run_1/power_grid.png
Pins as bars on the die edge.
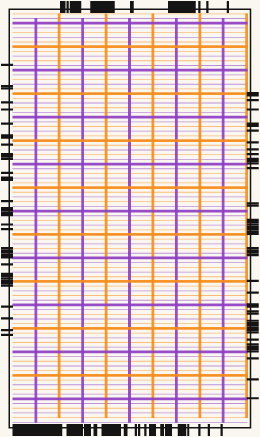
run_1/placement_by_type.png
Bar = 50 um.
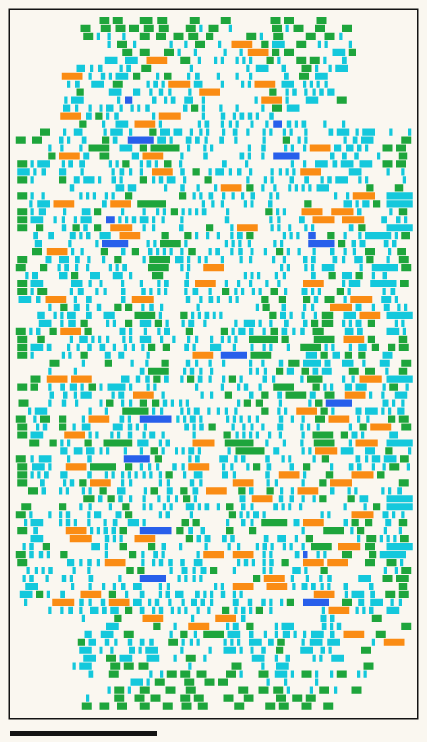
run_1/clk_routes.png
Bar = 50 um.
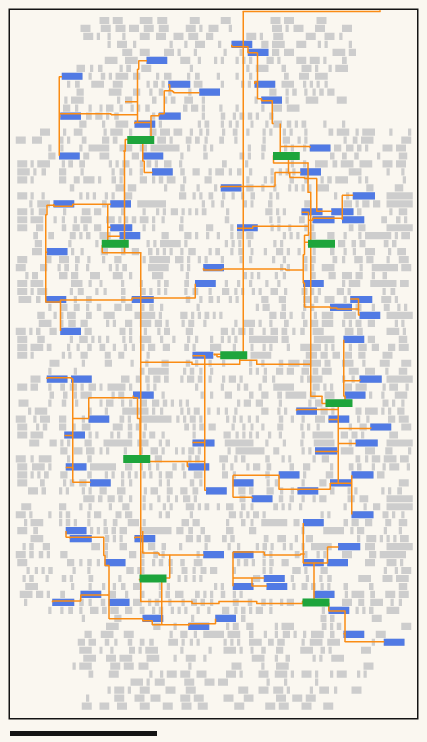
==> src/rtl/timer_core.sv <==
// Machine-timer function block: 64-bit mtime with prescaler, two-stage
// unsigned compare against mtimecmp for the timer interrupt, and a registered
// copy of msip bit 0 for the software interrupt. Every output is a flop.
module timer_core #(
    parameter int DIV_W = 16
) (
    input  logic             clk,
    input  logic             rst,
    input  logic             en,
    input  logic [DIV_W-1:0] div,
    input  logic             mtime_we_lo,
    input  logic             mtime_we_hi,
    input  logic [31:0]      mtime_wdata,
    input  logic [63:0]      mtimecmp,
    input  logic [31:0]      msip_in,
    output logic [63:0]      mtime,
    output logic             tick,
    output logic             mtip,
    output logic             msip_irq
);

    logic [DIV_W-1:0] pre_cnt;
    logic             hi_gt;
    logic             hi_eq;
    logic             lo_ge;
    logic             load;

    assign load = mtime_we_lo | mtime_we_hi;

    // Prescaler and mtime: a software load beats the increment and restarts the prescaler.
    always_ff @(posedge clk) begin
        if (rst) begin
            mtime   <= 64'd0;
            pre_cnt <= '0;
            tick    <= 1'b0;
        end else if (load) begin
            if (mtime_we_lo) mtime[31:0]  <= mtime_wdata;
            if (mtime_we_hi) mtime[63:32] <= mtime_wdata;
            pre_cnt <= '0;
            tick    <= 1'b0;
        end else if (en) begin
            // >= so that lowering div below the running count ticks immediately.
            if (pre_cnt >= div) begin
                pre_cnt <= '0;
                mtime   <= mtime + 64'd1;
                tick    <= 1'b1;
            end else begin
                pre_cnt <= pre_cnt + DIV_W'(1);
                tick    <= 1'b0;
            end
        end else begin
            tick <= 1'b0;
        end
    end

    // Compare stage 1: split the 64-bit compare into registered half results.
    always_ff @(posedge clk) begin
        if (rst) begin
            hi_gt <= 1'b0;
            hi_eq <= 1'b0;
            lo_ge <= 1'b0;
        end else begin
            hi_gt <= (mtime[63:32] >  mtimecmp[63:32]);
            hi_eq <= (mtime[63:32] == mtimecmp[63:32]);
            lo_ge <= (mtime[31:0]  >= mtimecmp[31:0]);
        end
    end

    // Compare stage 2: combine halves into the timer interrupt level.
    always_ff @(posedge clk) begin
        if (rst) begin
            mtip <= 1'b0;
        end else begin
            mtip <= hi_gt | (hi_eq & lo_ge);
        end
    end

    // Software interrupt follows msip bit 0 one cycle later.
    always_ff @(posedge clk) begin
        if (rst) begin
            msip_irq <= 1'b0;
        end else begin
            msip_irq <= msip_in[0];
        end
    end

endmodule

==> config.mk <==
export PLATFORM = sky130hd
export DESIGN_NAME = timer_core
export DESIGN_NICKNAME = d
export VERILOG_FILES = /design/src/rtl/timer_core.sv
export SDC_FILE = /design/constraint.sdc
export NUM_CORES = 1
export LEC_CHECK = 0
export ABC_AREA = 1
export CELL_PAD_IN_SITES_DETAIL_PLACEMENT = 1
export CELL_PAD_IN_SITES_GLOBAL_PLACEMENT = 2
export CORE_ASPECT_RATIO = 1.75
export CORE_UTILIZATION = 25
export DETAILED_ROUTE_END_ITERATION = 16
export PLACE_DENSITY_LB_ADDON = 0.15
export SLEW_MARGIN = 20
export SYNTH_ARGS = -nofsm -noshare
export SYNTH_HDL_FRONTEND = slang
export SYNTH_SLANG_ARGS = --single-unit
export TNS_END_PERCENT = 5
==> constraint.sdc <==
create_clock -name clk -period 1.96 [get_ports clk]
set_input_delay 0.294 -clock clk [delete_from_list [all_inputs] [get_ports clk]]
set_output_delay 0.294 -clock clk [all_outputs]
set_load 0.02 [all_outputs]
==> impl_metrics.tcl, run 1 <==
# flow metrics
set metrics [dict create \
    ctsHoldBuffers 0 \
    violations "negative setup slack" \
    fin_util_pct 40.6 \
    synthAdderAreaFrac_pct 12.5 \
    r2r-start "pre_cnt[11]" \
    mux_area_share_pct 0 \
    ff2ff_path_depth 13 \
    largest_reg_flops 64 \
    warning_count 59 \
    syn2layout_area_growth_pct 59.5 \
    status "finished, violations left" \
    cp_slowest_stage_delay_ns 0.45 \
    whs_ns 0.442 \
    cts-buffers-inserted 9 \
    insertion_delay_ns 0.39 \
    worst_setup_path_start_kind "input port" \
    top_usage_layer "met2" \
    placedInstanceArea_um2 12000 \
    ys_area_um2 8200 \
    met3_usage_pct 2.67 \
    grt_pass1_wl_mm 61.7 \
    hold_start "msip_in[0]" \
    fin_tns_setup_ns -2.18 \
    topCombFamilyByArea "simple AND/OR/NAND/NOR gates" \
    min_period_over_period_pct 104 \
    synth_nets 1642 \
    fillers 4197 \
    cp.arrival_ns 2.33 \
    dp.cells 2146 \
    skew_ns 0.0113 \
    setup_violations 59 \
    yosysMostFrequentCell "nand2_1" \
    fin_ws_ns -0.0837 \
    via_per_inst 4.76 \
    comb_cells 1105 \
    place.gp.congestion 0.855 \
    vias 10400 \
    hold_end "msip_irq" \
    drt_iter0_drc 297 \
]
Notes on power_grid.png above:
[VDD] orange
[VSS] purple
met1 rails: 88
met5 straps: 17
signal pins: 216

Notes on placement_by_type.png above:
[clock drivers and dummy loads] blue | cells: 16 | share of their area: 2.6%
[combinational and other logic] cyan | cells: 1,285 | share of their area: 53%
[sequential cells] orange | cells: 86 | share of their area: 14%
[remaining buffers and delay cells] green | cells: 393 | share of their area: 30%

Notes on clk_routes.png above:
[clock wires] orange | length: 1,820 um
[flip-flops] blue | count: 86
[clock drivers] green | count: 9
routed clock nets: 10
flops lie: spread over the die

## run 1: cells in the final DEF (no fill, tap or decap), drive strengths merged, types with 2 or more instances in the layout
master / count
a21boi: 2
a21o: 2
a21oi: 81
buf: 206
bufinv: 2
clkbuf: 12
clkdlybuf4s50: 169
clkinv: 3
clkinvlp: 2
dfxtp: 86
dlygate4sd2: 13
dlymetal6s2s: 2
ha: 82
inv: 180
nand2: 422
nand3: 101
nand3b: 12
nand4: 12
nor2: 272
nor3: 10
nor3b: 4
nor4: 3
o211ai: 4
o21a: 2
o21ai: 62
o21bai: 2
xnor2: 3
xor2: 25
## run 1: where the power goes
part           switching, mW  leakage [nW]  internal, mW
clock network          0.912         0.152          1.12
logic                   1.06          5.21         0.972
registers              0.133         0.719          1.86
total                   2.11          6.08          3.95
==> inputs of run 2 (changes only) <==
Settings changed: CORE_ASPECT_RATIO 1.75 to not set.
==> run 2 against run 1 <==
The run still ends with negative setup slack left. Clock power down 9%. Global-route usage down 2.5 points. Count of clock-buffer cells in the layout up 1. First-iteration DRC count up 55%. Non-clock buffer count down 18. Hold slack better by 0.022 ns. Critical endpoint is now mtime[17]. Largest cell class unchanged.
==> impl_metrics.tcl, run 2 <==
# flow metrics
set metrics [dict create \
    status "finished, violations left" \
    violations "negative setup slack" \
    cp_slowest_stage_delay_ns 0.34 \
    powerClk_mw 1.84 \
    antenna_cells 0 \
    hold_start "msip_in[0]" \
    syn2layout_area_growth_pct 57.3 \
    fin_tns_setup_ns -0.137 \
    warning_count 59 \
    net-switching-power_mw 2.02 \
    pwr-share-clk_pct 31.7 \
    power_frac_comb_pct 33.6 \
    seq_power_mw 2.02 \
    vias 10200 \
    fillers 4162 \
    synth_nets 1642 \
    cp.arrival_ns 2.24 \
    ctsHoldBuffers 0 \
    drt_iter0_drc 461 \
    setup_violations 13 \
    via_per_inst 4.63 \
    hold_end "msip_irq" \
    switching_share_pct 34.7 \
    yosysMostFrequentCell "nand2_1" \
    lay_top_count "nand2_1" \
    min_period_over_period_pct 101 \
    cp_cell_sequence "ha_4 > nand4_1 > nor2_4 > nand3_2 > nand3_4 > nand3_2 > buf_12 > buf_4 > a21oi_1 > nor2_2" \
    placedInstanceArea_um2 12000 \
    skew_ns 0.0191 \
    ff2ff_path_depth 10 \
    lay_top_cells "nand2_1 (395), nor2_1 (226), clkdlybuf4s50_1 (171)" \
    seqPwrFrac_pct 34.7 \
    pg_comb_mw 1.96 \
    grt_overflow_total 0 \
    worst_setup_path_start_kind "flip-flop" \
    power-top-group "registers" \
    fin_ws_ns -0.0292 \
    place.gp.congestion 0.843 \
    drv_slew 0 \
    cts-buffers-inserted 9 \
    fin_util_pct 40.5 \
]
run 2: cell counts after synthesis:
Identical to the previous run, type by type.
run 2: final cells by class:
cell class,count,area [um2],area share [%]
Inverter,180,676,5.24
Timing Repair Buffer,375,3580,27.8
Multi-Input combinational cell,1105,6040,46.9
Sequential cell,86,1750,13.6
Tap cell,435,544,4.22
Clock inverter,6,70.1,0.543
Clock buffer,10,229,1.78
run 2: cell families after synthesis:
| family | count (synthesis) | share of synthesized area (%) |
|---|---|---|
| AND-OR/OR-AND | 158 | 10.1 |
| flip-flops | 86 | 21.0 |
| adder cells (fa/ha/maj) | 82 | 12.5 |
| XOR/XNOR | 28 | 2.99 |
| AND/OR/NAND/NOR | 837 | 43.1 |
| buffers and inverters | 220 | 10.4 |
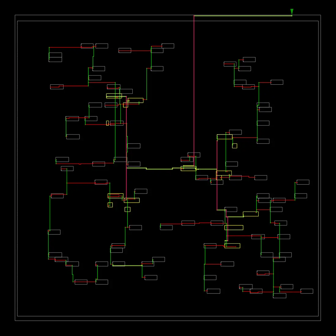
run_2/clocks.png
worst skew pair latency: 0.36 ns
seq_cells: 86
clk sink count: 86
CLK BUF: 10

==> inputs of run 3 (changes only) <==
Settings changed: HOLD_SLACK_MARGIN set to 0.05.
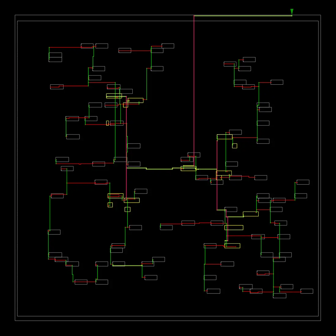
run_3/clocks.png
Worst Skew: 0.0191 ns
Clk power: 1.84 mW
TritonCTS buffer count: 9

==> run 3 against run 2 <==
The run still ends with negative setup slack left. Sequential power is essentially flat. Via count is the same. Combinational power is essentially flat. Register-to-register slack is essentially flat. Global-route usage is the same. Fmax is the same. Hold slack is the same. Non-clock buffer count is the same. Die area is the same. Clock power is essentially flat. Critical path type unchanged.
==> impl_metrics.tcl, run 3 <==
# flow metrics
set metrics [dict create \
    top_usage_layer "met2" \
    met3_usage_pct 2.56 \
    power_frac_comb_pct 33.6 \
    grt_pass1_wl_mm 57.1 \
    r2r-start "pre_cnt[15]" \
    synthSimpleGateAreaFrac_pct 43.1 \
    compound_area_share_pct 10.1 \
    flop-count 86 \
    setup_violations 13 \
    lay_top_cells "nand2_1 (395), nor2_1 (226), clkdlybuf4s50_1 (171)" \
    violations "negative setup slack" \
    buf_share_pct 27.8 \
    place.gp.congestion 0.843 \
    sh_comb_area_pct 46.9 \
    ys_area_um2 8200 \
    drt_iter0_drc 461 \
    grt_overflow_total 0 \
    power.internal_mw 3.80 \
    dominant_cells "logic gates" \
    warning_count 59 \
    whs_ns 0.464 \
    mux_area_share_pct 0 \
    n_all_buffers 375 \
    vias 10200 \
    lay_top_count "nand2_1" \
    fin_ws_ns -0.0292 \
    via_per_inst 4.63 \
    topCombFamilyByArea "simple AND/OR/NAND/NOR gates" \
    status "finished, violations left" \
]
-- run 3: power groups by stage --
stage	Clock [mW]	Combinational [mW]	Sequential (mW)
2_1_floorplan	0	0.748	2.14
3_3_place_gp	0	1.85	2.05
3_5_place_dp	0	1.89	2.05
4_1_cts	1.90	1.90	2.01
5_1_grt	1.95	2.16	2.03
6_report	1.84	1.96	2.02
-- run 3: worst min-delay path by stage --
stage                           to  startpoint  cells past startpoint  slack, ns
after floorplan           msip_irq         rst                      1       0.37
after global placement        mtip       hi_eq                      2       0.47
after detailed placement      mtip       hi_eq                      2       0.49
after CTS                 msip_irq  msip_in[0]                      3       0.45
after global routing      msip_irq  msip_in[0]                      3       0.50
final                     msip_irq  msip_in[0]                      3       0.46

==> layout pictures side by side <==
Wiring by layer.
Only two layers are drawn.
(a)
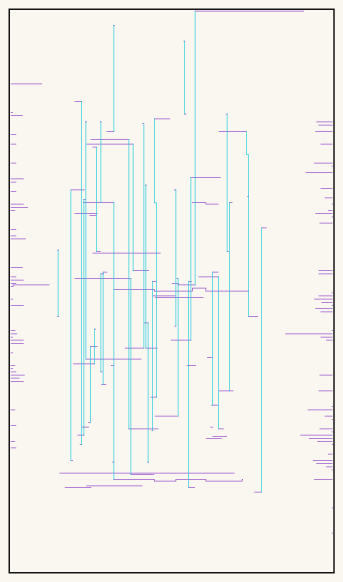
(b)
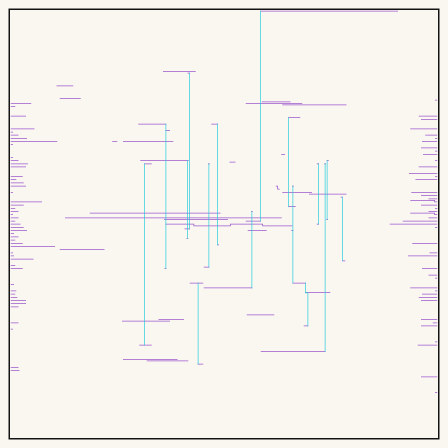
(b): run 3
(a): run 1

Key to (a):
[metal 3] purple | wire length: 1,030 um
[metal 4] cyan | wire length: 2,430 um

No activity file was given, so power comes from the tool's default toggle rates.
